$ cat src/rtl/counter_seq_pkg.sv
// rtl/counter_seq_pkg.sv - shared state and direction encodings for the counter sequencer
package counter_seq_pkg;

  typedef enum logic [1:0] {
    S_IDLE = 2'd0,
    S_RUN  = 2'd1,
    S_HOLD = 2'd2,
    S_DONE = 2'd3
  } state_t;

  localparam logic DIR_UP = 1'b1;
  localparam logic DIR_DN = 1'b0;

endpackage

$ cat src/rtl/counter_seq_ctrl_core.sv
// rtl/counter_seq_ctrl_core.sv - loadable up/down count register, clear > load > enable
module counter_core #(
  parameter int WIDTH = 4
) (
  input  logic             clk,
  input  logic             reset,
  input  logic             clr,
  input  logic             load,
  input  logic [WIDTH-1:0] load_data,
  input  logic             en,
  input  logic             up,
  output logic [WIDTH-1:0] value
);

  localparam logic [WIDTH-1:0] ONE = WIDTH'(1);

  always_ff @(posedge clk or negedge reset) begin
    if (!reset) begin
      value <= '0;
    end else if (clr) begin
      value <= '0;
    end else if (load) begin
      value <= load_data;
    end else if (en) begin
      value <= up ? value + ONE : value - ONE;
    end
  end

endmodule

$ cat src/rtl/counter_seq_ctrl.sv
// rtl/counter_seq_ctrl.sv - sequencing FSM for a loadable up/down counter with terminal-count detect
module counter_seq_ctrl
  import counter_seq_pkg::*;
#(
  parameter int WIDTH = 4
) (
  input  logic             clk,
  input  logic             reset,
  input  logic             start,
  input  logic             stop,
  input  logic             pause,
  input  logic             load_en,
  input  logic [WIDTH-1:0] load_val,
  input  logic [WIDTH-1:0] term_val,
  input  logic             up_dn,
  input  logic             auto_reload,
  output logic [WIDTH-1:0] count,
  output logic             busy,
  output logic             done
);

  state_t           state, state_nx;
  logic [WIDTH-1:0] term_q;
  logic             dir_q, rl_q;
  logic [WIDTH-1:0] target, init_val, reload_val, load_data;
  logic             at_target, clr, load, en, done_nx;

  // init_val uses the live inputs (start edge), reload_val the sampled config
  assign target     = (dir_q == DIR_UP) ? term_q : '0;
  assign at_target  = (count == target);
  assign init_val   = (up_dn == DIR_UP) ? '0 : term_val;
  assign reload_val = (dir_q == DIR_UP) ? '0 : term_q;

  always_comb begin
    state_nx  = state;
    clr       = 1'b0;
    load      = 1'b0;
    load_data = load_val;
    en        = 1'b0;
    done_nx   = 1'b0;
    if (stop) begin
      clr      = 1'b1;
      state_nx = S_IDLE;
    end else if (start) begin
      load      = 1'b1;
      load_data = init_val;
      state_nx  = S_RUN;
    end else begin
      case (state)
        S_RUN: begin
          if (at_target) begin
            done_nx = 1'b1;
            if (rl_q) begin
              load      = 1'b1;
              load_data = reload_val;
            end else begin
              state_nx = S_DONE;
            end
          end else if (pause) begin
            state_nx = S_HOLD;
          end else begin
            en = 1'b1;
          end
        end
        S_HOLD: begin
          if (load_en) begin
            load = 1'b1;
          end else if (!pause) begin
            state_nx = S_RUN;
          end
        end
        default: begin
          if (load_en) begin
            load = 1'b1;
          end
        end
      endcase
    end
  end

  always_ff @(posedge clk or negedge reset) begin
    if (!reset) begin
      state  <= S_IDLE;
      term_q <= '0;
      dir_q  <= 1'b0;
      rl_q   <= 1'b0;
      busy   <= 1'b0;
      done   <= 1'b0;
    end else begin
      state <= state_nx;
      busy  <= (state_nx == S_RUN) || (state_nx == S_HOLD);
      done  <= done_nx;
      if (start && !stop) begin
        term_q <= term_val;
        dir_q  <= up_dn;
        rl_q   <= auto_reload;
      end
    end
  end

  counter_core #(.WIDTH(WIDTH)) u_core (
    .clk       (clk),
    .reset     (reset),
    .clr       (clr),
    .load      (load),
    .load_data (load_data),
    .en        (en),
    .up        (dir_q),
    .value     (count)
  );

endmodule
$ cat config.mk
export PLATFORM = sky130hd
export DESIGN_NAME = counter_seq_ctrl
export DESIGN_NICKNAME = d
export VERILOG_FILES = /design/src/rtl/counter_seq_pkg.sv /design/src/rtl/counter_seq_ctrl_core.sv /design/src/rtl/counter_seq_ctrl.sv
export SDC_FILE = /design/constraint.sdc
export NUM_CORES = 1
export LEC_CHECK = 0
export ABC_CLOCK_PERIOD_IN_PS = 3650
export CAP_MARGIN = 20
export CORE_MARGIN = 3
export CORE_UTILIZATION = 45
export CTS_BUF_LIST = sky130_fd_sc_hd__clkbuf_8
export DETAILED_ROUTE_END_ITERATION = 7
export PLACE_DENSITY = 0.74
export SYNTH_ARGS = -nofsm -noshare
export SYNTH_HDL_FRONTEND = slang
export SYNTH_SLANG_ARGS = --single-unit
export TNS_END_PERCENT = 50
$ cat constraint.sdc
create_clock -name clk -period 3.65 [get_ports clk]
set_input_delay 0.5475 -clock clk [delete_from_list [all_inputs] [get_ports clk]]
set_output_delay 0.5475 -clock clk [all_outputs]
set_load 0.05 [all_outputs]
==> run_1/m2.png <==
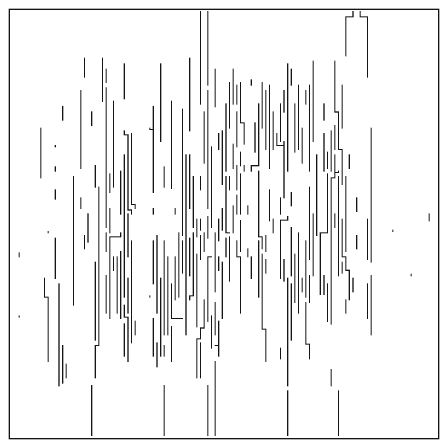
wire length on this layer: 1200 um
nets with wire on the layer: 135
main direction: vertical
longest straight run: 22.8 um
share of all routed wire: 50%

==> run_1/m1.png <==
Supply wires on this layer in grey.
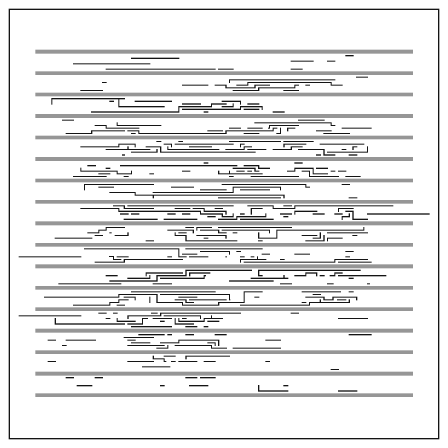
wire length on this layer: 1110 um
main direction: horizontal
longest straight run: 18.9 um
nets with wire on the layer: 136
share of all routed wire: 46%

==> run_1/clock_nets.png <==
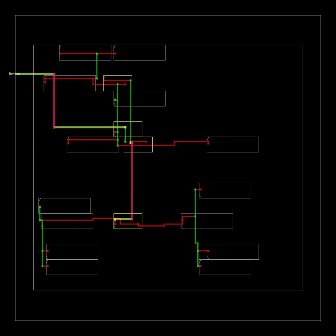
clk_skew: 0.00394 ns
CTS sink count: 14
CLK BUF: 4
clk ins delay skew pair: 0.25 ns
Power Clock: 0.152 mW

==> metrics.yaml, run 1 <==
status: "completed"
finalInstanceArea_um2: 1320
hold_end: "term_q[1]$_DFFE_PN0P_"
post-cts-setup-buffer-count: 0
worst_pin_slew_ns: 0.633
clock_cell_area_share: 0.0416
utilization: 0.635
root_buffer: "clkbuf_8"
ctsResizeCount: 0
sh_seq_area: 0.265
clock_tree.buffer_depth: 2
maxCapViolCount: 0
ir_worst_vdd_mv: 0.325
core-area_um2: 2080
fin_crit_sh: 0.584
p_leak_nw: 0.541
ant_nets: 0
seqPwrFrac: 0.368
seq_cell_count: 14
p_comb_frac: 0.349
synthArstFlopShare: 1.00
max_freq_ghz: 0.469
grt_pass1_vias: 904
ff_type: "dfrtp_1"
timing.final.crit_period_ns: 2.13
placed_cell_area_um2: 1270
power_leader: "registers"
reg2reg_depth: 6
drtIter0Drc: 26
edf_count: 0
initial_core_util: 0.503
p_comb_mw: 0.188
avgSynthCellArea_um2: 9.19
antenna_found_initial: 0
yosysCellCount: 114
crit_path_start: "dir_q$_DFFE_PN0P_"
wirelength_um: 2410
hold_depth: 1
io_pins: 22
grt.total_usage: 0.187
rsz0062_at_grt: "no"
powerSeq_mw: 0.198
inverters: 10
slew-limit-headroom: 0.576
drive_gt1_frac: 0.0889
logic_gate_count: 86
cts_tree: "yes"
cts_buffers: 3
layout_top_cell: "clkdlybuf4s50_1"
cp.arrival_ns: 2.30
grt_overflow: 0
vias: 923
clkTransAtPathRegs_ns: 0.06
path_max_fanout: 16
vias_per_cell: 5.70
intPower_mw: 0.349
first_pass_iters: 4
min-delay-start: "term_q[1]$_DFFE_PN0P_"
ff2ff_setup_slack_ns: 1.52
syn_nets: 135
synth_flops: 14
buffers_excl_clock: 21
netlist_instances: 114
gp_congestion: 0.842
grt_max_degree: 17
layoutNonFillerInstCount: 162
htree_levels: 1
area_delta_synth_final_pct: 26.3
cp.required_ns: 3.82
log.warning_count: 27
antenna_cells: 0
dominant-cell-class: "logic gates"
sh_comb_area: 0.481
final_cell_mix: "21 x clkdlybuf4s50_1, 14 x dfrtp_1, 10 x inv_1, 10 x nand2_1, 9 x a21oi_1"
timing.rr.end: "u_core.value[1]$_DFFE_PN0P_"
die_area_um2: 2940
fillCellCount: 196
power.density_nw_per_um2: 407
synth_area_um2: 1050
die_x_um: 54.2
run 1: metal layers:
layer	track usage	vias up	part of all wire
met1	0.234	441	0.46
li1	-	459	-
met2	0.319	19	0.50
met5	0	-	0
met3	0.0272	4	0.033
met4	0.0788	0	0.0095
run 1: worst max-delay path, cell delays in order, from the launching register on:
cell,delay (ns)
dfrtp_1,0.51
nand4b_1,0.15
o22a_1,0.25
a32oi_4,0.46
a21boi_1,0.26
a211o_1,0.30
a21oi_1,0.12
run 1: synth_stat cells (3+ instances only):
library cell / instances / area, um^2
dfrtp_1: 14 / 350
a21oi_1: 9 / 45.0
nand2_1: 10 / 37.5
xnor2_1: 4 / 35.0
ha_1: 4 / 50.1
o21ai_0: 6 / 30.0
nor2_1: 7 / 26.3
mux2_2: 4 / 45.0
xor2_1: 3 / 26.3
inv_1: 10 / 37.5
nor3_1: 3 / 15.0
run 1: logic make-up after synthesis:
kind of cell | count (synthesis) | synth area share
xor gates and xnor gates | 7 | 0.0585
and+or+nand+nor | 32 | 0.151
buffers and inverters | 14 | 0.0585
AOI/OAI and AO/OA | 37 | 0.278
adders and majority gates | 5 | 0.0669
muxes | 5 | 0.0526
DFF | 14 | 0.335
run 1: through the flow:
step,hold WS [ns],setup WS (ns),power (mW)
floorplan,0.252,1.52,0.332
global placement,0.584,1.41,0.383
detailed placement,0.592,1.36,0.386
CTS,0.608,1.54,0.539
global route,0.639,1.33,0.565
finish,0.607,1.52,0.538
run 1: registers in the layout (all words and copies together) (netlist names):
register and flops:
term_q 4, busy 1, state 2, done 1, dir_q 1, u_core.value 4, rl_q 1
## Run 2: what changed since run 1
ABC_CLOCK_PERIOD_IN_PS = 1900   (was 3650)
PLACE_DENSITY = 0.77   (was 0.74)
clock period = 1.9 ns   (was 3.65 ns; I/O delays follow)
==> run_2/m2.png <==
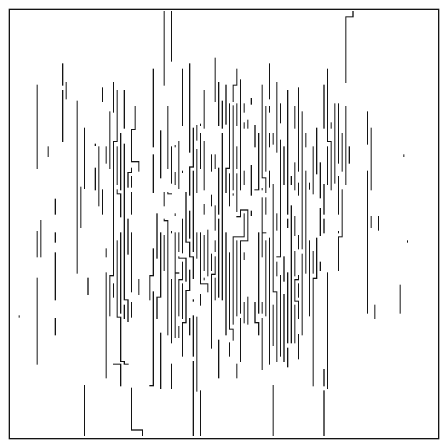
wire length on this layer: 1360 um
nets with wire on the layer: 148
main direction: vertical

==> run_2/m1.png <==
Supply wires on this layer in grey.
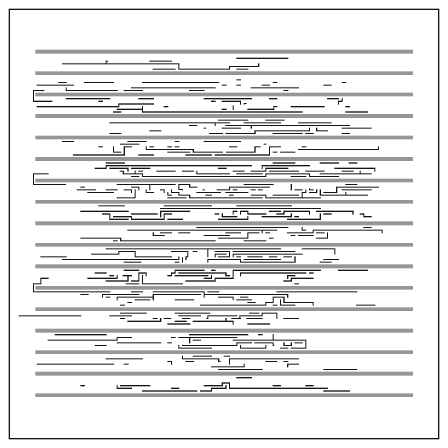
share of all routed wire: 43%
nets with wire on the layer: 151

==> run 2 against run 1 <==
Compared with the run above: total power increased by 110%; worst hold slack got worse by 0.19 ns; register-to-register slack got worse by 1.5 ns; design area increased by 12%; clock-buffer cell count unchanged; setup slack got worse by 1.5 ns; global-route usage increased by 3.2 points; sequential cell count unchanged; clock power increased by 92%; combinational power increased by 150%; die area unchanged; non-clock buffer count increased by 15; critical endpoint is now busy$_DFF_PN0_; largest power group is now combinational cells.
==> metrics.yaml, run 2 <==
initial_core_util: 0.503  # unchanged
edf_count: 0  # unchanged
worst_pin_slew_ns: 0.611  # -0.0226 ns
antenna_cells: 0  # unchanged
insertion_delay_ns: 0.25  # about the same
avgSynthCellArea_um2: 9.19  # unchanged
die_area_um2: 2940  # unchanged
layoutNonFillerInstCount: 177  # +9.3%
cp.required_ns: 2.07  # -1.75 ns
cp.arrival_ns: 2.07  # -0.23 ns
yosysCellCount: 114  # unchanged
synthArstFlopShare: 1.00  # unchanged
yosysTopAreaCellShare: 0.335  # unchanged
fillCellCount: 168  # -14%
vias_per_cell: 5.88  # +3.2%
slowest_stage: "dfrtp_2"
ant_nets: 0  # unchanged
holdWs_ns: 0.421  # -0.186 ns
fin_crit_sh: 1.00  # +0.416
synth_area_um2: 1050  # unchanged
crit_chain: "xnor2_1 -> nand4_1 -> a32oi_4 -> a21oi_2 -> o41ai_4 -> xor2_1"
grt_max_degree: 15  # -2
ff_type: "dfrtp_1"
reg_top3: "term_q: 4 flops, u_core.value: 4 flops, state: 2 flops"
grt_overflow: 0  # unchanged
die_x_um: 54.2  # unchanged
layout_top_cell: "clkdlybuf4s50_1"
clkTransAtPathRegs_ns: 0.06  # about the same
rsz0062_at_grt: "yes"
power.density_nw_per_um2: 764  # +88%
path_delay_family: "AND-OR/OR-AND gates"
first_pass_iters: 4  # unchanged
synthTopCellsByArea: "dfrtp_1 33%, ha_1 4.8%, a21oi_1 4.3%"
status: "completed"
crit_path_start: "term_q[3]$_DFFE_PN0P_"
cts_buffers: 3  # unchanged
timing.rr.end: "busy$_DFF_PN0_"
syn_nets: 135  # unchanged
finClkSkew_ns: 0.00342  # -0.000527 ns
seqPwrFrac: 0.332  # -0.036
antenna_found_initial: 0  # unchanged
intPower_mw: 0.734  # +110%
root_buffer: "clkbuf_8"
crit_buf_inv: 0  # unchanged
reg2reg_depth: 6  # unchanged
top_cell: "dfrtp_1"
slew-limit-headroom: 0.592  # +0.0151
[run 2: cell counts after synthesis]
Identical to the previous run, type by type.
[run 2: logic make-up after synthesis]
kind of cell / synth area share
AND/OR/NAND/NOR: 0.151
buffers and inverters: 0.0585
XOR/XNOR: 0.0585
flip-flops: 0.335
AND-OR/OR-AND: 0.278
multiplexers: 0.0526
adder cells (fa/ha/maj): 0.0669
[run 2: per-stage QoR]
stage	area, um^2	worst slack (ns)
finish	1490	0.000699
global placement	1360	-0.0643
CTS	1440	-0.00651
floorplan	1070	-0.0118
detailed placement	1360	-0.112
global route	1490	-0.130
[run 2: repair_timing]
item,CTS,global route
resized,4,9
buffers inserted,2,4
hold buffers,0,0
endpoints found under the setup margin,5,5
pin swaps,4,9
[run 2: cell type report]
| class | count | area share |
|---|---|---|
| inverter | 10 | 0.0253 |
| timing repair buffer | 36 | 0.221 |
| sequential | 14 | 0.241 |
| clock buffer | 4 | 0.0370 |
| tap | 27 | 0.0227 |
| multi-input combinational | 86 | 0.454 |
[run 2: power groups by stage]
stage | Sequential (mW) | Combinational, mW | Clock [mW]
floorplan | 0.414 | 0.233 | 0
global placement | 0.381 | 0.393 | 0
detailed placement | 0.383 | 0.399 | 0
CTS | 0.379 | 0.424 | 0.295
global route | 0.384 | 0.505 | 0.309
finish | 0.378 | 0.466 | 0.292
[run 2: layer usage]
metal | GRT usage | vias up | wire length (um)
met3 | 0.0463 | 8 | 203
met2 | 0.327 | 52 | 1360
li1 | - | 493 | -
met4 | 0.0830 | 0 | 41
met5 | 0 | - | 0
met1 | 0.308 | 488 | 1230
[run 2: worst register-to-register path, stage by stage, from the launching register on]
cell	delay, ns
dfrtp_2	0.43
xnor2_1	0.18
nand4_1	0.15
a32oi_4	0.43
a21oi_2	0.12
o41ai_4	0.34
xor2_1	0.18
## Run 3: what changed since run 2
CORE_UTILIZATION = 47   (was 45)
PLACE_DENSITY = 0.79   (was 0.77)
==> run_3/m3.png <==
The bar under the picture is 20 um long.
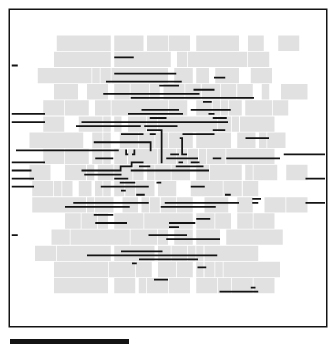
nets with wire on the layer: 55
main direction: horizontal
longest straight run: 24.4 um
wire length on this layer: 431 um

==> run_3/m1.png <==
Supply wires on this layer in grey.
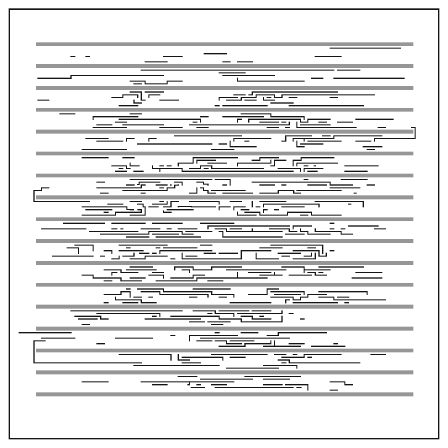
share of all routed wire: 35%
main direction: horizontal

==> run 3 against run 2 <==
Compared with the run above: the run now ends with setup timing left; clock skew is 0.0032 ns higher; total power increased by 7.5%; clock-buffer cell count shrank 1.
==> metrics.yaml, run 3 <==
status: "finished with violations"
violations: "setup timing"
wl_met2_um: 1730  # +28%
die_area_um2: 2830  # -3.8%
ff_type: "dfrtp_1"
finalSetupViolCount: 5
synthArstFlopShare: 1.00  # unchanged
crit_path_start: "term_q[0]$_DFFE_PN0P_"
met3_length_um: 430  # +110%
setup_slack_ns: -0.190  # -0.191 ns
layout_top_cell: "clkdlybuf4s50_1"
ir_worst_vdd_mv: 0.697
synthTopCellsByArea: "dfrtp_1 33%, ha_1 4.8%, a21oi_1 4.3%"
grt_max_degree: 15  # unchanged
rsz0062_at_grt: "yes"
avgSynthCellArea_um2: 9.19  # unchanged
reg_top3: "term_q: 4 flops, u_core.value: 4 flops, state: 2 flops"
yosysCellCount: 114  # unchanged
worst_pin_slew_ns: 0.665  # +0.0538 ns
root_buffer: "clkbuf_8"
yosysWarnings: 0
insertion_delay_ns: 0.25  # about the same
first_pass_iters: 5  # +1
reg2reg_depth: 7  # +1
gr-usage-met1: 0.313  # +0.00579
maxCapViolCount: 0
cp.arrival_ns: 2.26  # +0.19 ns
cts_hold_buf: 0  # unchanged
layoutNonFillerInstCount: 184  # +4.0%
clkTransAtPathRegs_ns: 0.06  # about the same
cp.required_ns: 2.07  # about the same
synth_cell_types: 43
crit_end: "u_core.value[2]$_DFFE_PN0P_"
slew-limit-headroom: 0.556  # -0.0360
cts_tree: "yes"
grt_pass1_wl_um: 5040
wl_met1_um: 1330  # +8.5%
routed.top_layer: "met4"
wirelength_um: 3830
syn_nets: 135  # unchanged
grt_busiest_layer: "met2"
grt_overflow: 0  # unchanged
max_freq_ghz: 0.478
top_cell: "dfrtp_1"
vias_per_cell: 6.64  # +13%
timing.rr.end: "u_core.value[2]$_DFFE_PN0P_"
antenna_cells: 0  # unchanged
fp-row-count: 16
hold_path.class: "input pin to asynchronous set/reset pin"
initial_core_util: 0.513  # +0.00986
die_x_um: 53.2  # -1.9%
cts_buffers: 3  # unchanged
finClkSkew_ns: 0.00666  # +0.00324 ns
grtUsageMet3: 0.0338  # -0.0125
synth_area_um2: 1050  # unchanged
fin_crit_sh: 1.10  # +0.101
log.warning_count: 29
fillCellCount: 125  # -26%
yosysTopAreaCellShare: 0.335  # unchanged
power.density_nw_per_um2: 750  # -1.8%
use_met2: 0.388  # +0.0611
edf_count: 0  # unchanged
ant_nets: 0  # unchanged
antenna_found_initial: 0  # unchanged
die.size.y_um: 53.2
-- run 3: per-stage QoR --
stage / hold WS, ns / setup WS (ns) / cell area (um^2)
floorplan: -0.0106 / -0.0118 / 1070
global placement: 0.578 / 0.0405 / 1380
detailed placement: 0.601 / -0.0469 / 1380
CTS: 0.455 / 0.00659 / 1450
global route: 0.476 / -0.304 / 1630
finish: 0.443 / -0.190 / 1630
-- run 3: what timing repair did --
item,CTS,global route
gates resized,0,29
pin swaps,2,16
gates cloned,1,0
setup endpoints to repair,4,7
endpoints found under the hold margin,0,0
setup buffers,1,8
-- run 3: where the power goes --
group	internal (mW)	switching (mW)	total [mW]
logic	0.279	0.309	0.588
clock network	0.140	0.102	0.243
registers	0.335	0.0553	0.390
-- run 3: area by class of cell --
cell class / count / area (um^2) / area share
Sequential cell: 14 / 358 / 0.220
Tap cell: 27 / 33.8 / 0.0208
Inverter: 10 / 37.5 / 0.0231
Clock buffer: 3 / 41.3 / 0.0254
Multi-Input combinational cell: 87 / 754 / 0.463
Timing Repair Buffer: 43 / 403 / 0.248
-- run 3: kinds of logic after synthesis --
kind of cell               Yosys count  share of synthesized area
AOI/OAI and AO/OA                   37                      0.278
DFF                                 14                      0.335
adders and majority gates            5                     0.0669
and+or+nand+nor                     32                      0.151
buffers and inverters               14                     0.0585
muxes                                5                     0.0526
xor gates and xnor gates             7                     0.0585
-- run 3: critical path: stages (launching register included) --
cell	delay [ns]
dfrtp_1	0.46
o21ai_1	0.26
nand2_1	0.18
buf_4	0.18
a32oi_4	0.31
o21ai_0	0.22
a21bo_2	0.28
a21oi_2	0.13
Power and IR drop assume default switching activity.
